Fig. 1: cells by drive strength
Bar = 20 um.
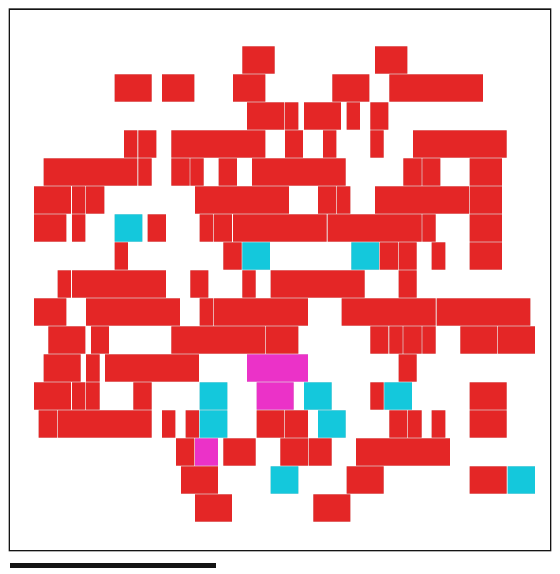
Fig. 2: routed clock nets over the placement
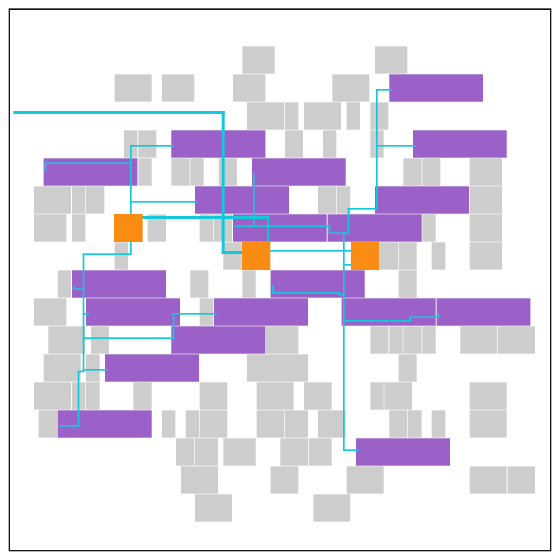
Fig. 3: clock routing
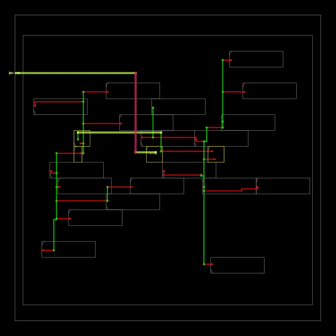
<file path="src/rtl/register.sv">
// Two-byte display register fed by a byte receiver, with an error state.
// Define REGISTER_ERR_STICKY_EN to make the error state sticky until reset.
module register #(
   parameter logic [15:0] ERR_CODE = 16'hEEEE
) (
   input  logic        clk,
   input  logic        reset,
   input  logic [7:0]  data_in,
   input  logic        valid,
   input  logic        PERROR,
   input  logic        FERROR,
   output logic [15:0] out
);

   localparam logic [1:0] S_EMPTY = 2'd0;
   localparam logic [1:0] S_ONE   = 2'd1;
   localparam logic [1:0] S_TWO   = 2'd2;
   localparam logic [1:0] S_ERR   = 2'd3;

   logic [1:0]  state_q, state_d;
   logic [15:0] out_q, out_d;
   logic        valid_q;
   logic        accept;
   logic        err;
   logic        err_exit;

   assign accept = valid & ~valid_q;
   assign err    = PERROR | FERROR;

`ifdef REGISTER_ERR_STICKY_EN
   assign err_exit = 1'b0;
`else
   assign err_exit = 1'b1;
`endif

   // Errors take priority over a same-edge accept; the byte is dropped.
   always_comb begin
      state_d = state_q;
      out_d   = out_q;
      if (err) begin
         state_d = S_ERR;
         out_d   = ERR_CODE;
      end else if (accept) begin
         case (state_q)
            S_EMPTY: begin
               state_d = S_ONE;
               out_d   = {8'h00, data_in};
            end
            S_ONE, S_TWO: begin
               state_d = S_TWO;
               out_d   = {out_q[7:0], data_in};
            end
            S_ERR: begin
               if (err_exit) begin
                  state_d = S_ONE;
                  out_d   = {8'h00, data_in};
               end
            end
            default: begin
               state_d = S_EMPTY;
               out_d   = 16'h0000;
            end
         endcase
      end
   end

   always_ff @(posedge clk or negedge reset) begin
      if (!reset) begin
         state_q <= S_EMPTY;
         out_q   <= 16'h0000;
         valid_q <= 1'b0;
      end else begin
         state_q <= state_d;
         out_q   <= out_d;
         valid_q <= valid;
      end
   end

   assign out = out_q;

endmodule

</file>
<file path="config.mk">
export PLATFORM = sky130hd
export DESIGN_NAME = register
export DESIGN_NICKNAME = d
export VERILOG_FILES = /design/src/rtl/register.sv
export SDC_FILE = /design/constraint.sdc
export NUM_CORES = 1
export LEC_CHECK = 0
export CELL_PAD_IN_SITES_DETAIL_PLACEMENT = 0
export CELL_PAD_IN_SITES_GLOBAL_PLACEMENT = 1
export CORE_UTILIZATION = 31
export DETAILED_ROUTE_END_ITERATION = 10
export PLACE_DENSITY_LB_ADDON = 0.25
export SYNTH_ARGS = -nofsm -noshare
export SYNTH_HDL_FRONTEND = slang
export SYNTH_SLANG_ARGS = --single-unit
</file>
<file path="constraint.sdc">
create_clock -name clk -period 1.4 [get_ports clk]
set_input_delay 0.28 -clock clk [delete_from_list [all_inputs] [get_ports clk]]
set_output_delay 0.28 -clock clk [all_outputs]
set_load 0.03 [all_outputs]
</file>
==> run_results.csv <==
group,metric,value,unit
synthesis,top_cells_by_area,"dfrtp_1 (60%), nand2_1 (12%), nand3_1 (8.9%), a21oi_1 (6.3%), xor2_2 (2.1%)",
setup_path,crit_buf_inv,1,
setup_path,cp_max_fo,3,
synthesis,yosysUniqueCellTypes,16,
pwr,p_per_area,876,nW/um2
finish,largest_class,"flip-flops and latches",
drt,wirelength,1.72,mm
finish,lay_top_count,"nand2_1",
finish,clk_share,2.30,%
placed_design,hpwlAfterDp,1.27,mm
pwr,p_leak,0.000438,uW
timing,hold_violations,0,
synthesis,yosys_most_used_dff,"dfrtp_1",
setup_path,worstReg2RegStart,"state_q[1]$_DFFE_PN0P_",
timing,setup_slack,0.0342,ns
setup_path,regToRegSetupSlack,0.23,ns
placed_design,place_ws,-0.186,ns
finish,seq_share,41.6,%
pwr,clkPwrFrac,26.9,%
timing,setup_viol,0,
die,core_area,2300,um2
global_routing,grt_busiest_layer,"met2",
synthesis,synth_seq_share,60.2,%
clocking,clock-sinks,19,
synthesis,top_cells_by_count,"nand2_1 (25), dfrtp_1 (19), nand3_1 (14), a21oi_1 (10), buf_2 (3)",
drt,vias,683,
drt,drt_iter0_markers,3,
finish,fin_nets,130,
synthesis,synthArstFlopShare,100,%
timing,slew-limit-headroom,73.4,%
clocking,cts_htree_levels,1,
global_routing,grt_util_met2,26.6,%
setup_path,startpoint_type,"flip-flop",
status,status,"finished clean",
setup_path,required,1.12,ns
pwr,p_int,746,uW
clocking,cts-root-buf,"clkbuf_4",
setup_path,worst-path-stages,1,
setup_path,r2r.worst_path.cells,3,
About Fig. 1:
red -> _0 and _1 cells  # cells 103
cyan -> _3 and _4 cells  # cells 10
magenta -> _2 cells  # cells 3

About Fig. 2:
purple -> flip-flops  # count 19
orange -> clock drivers  # count 3
cyan -> clock wires  # length 220 um
routed clock nets = 4

About Fig. 3:
TritonCTS buffer count: 3
clkbuf count: 4
Worst Clk Skew: 0.000805 ns

Power figures rest on the tool's default switching activity, not on a simulated workload.
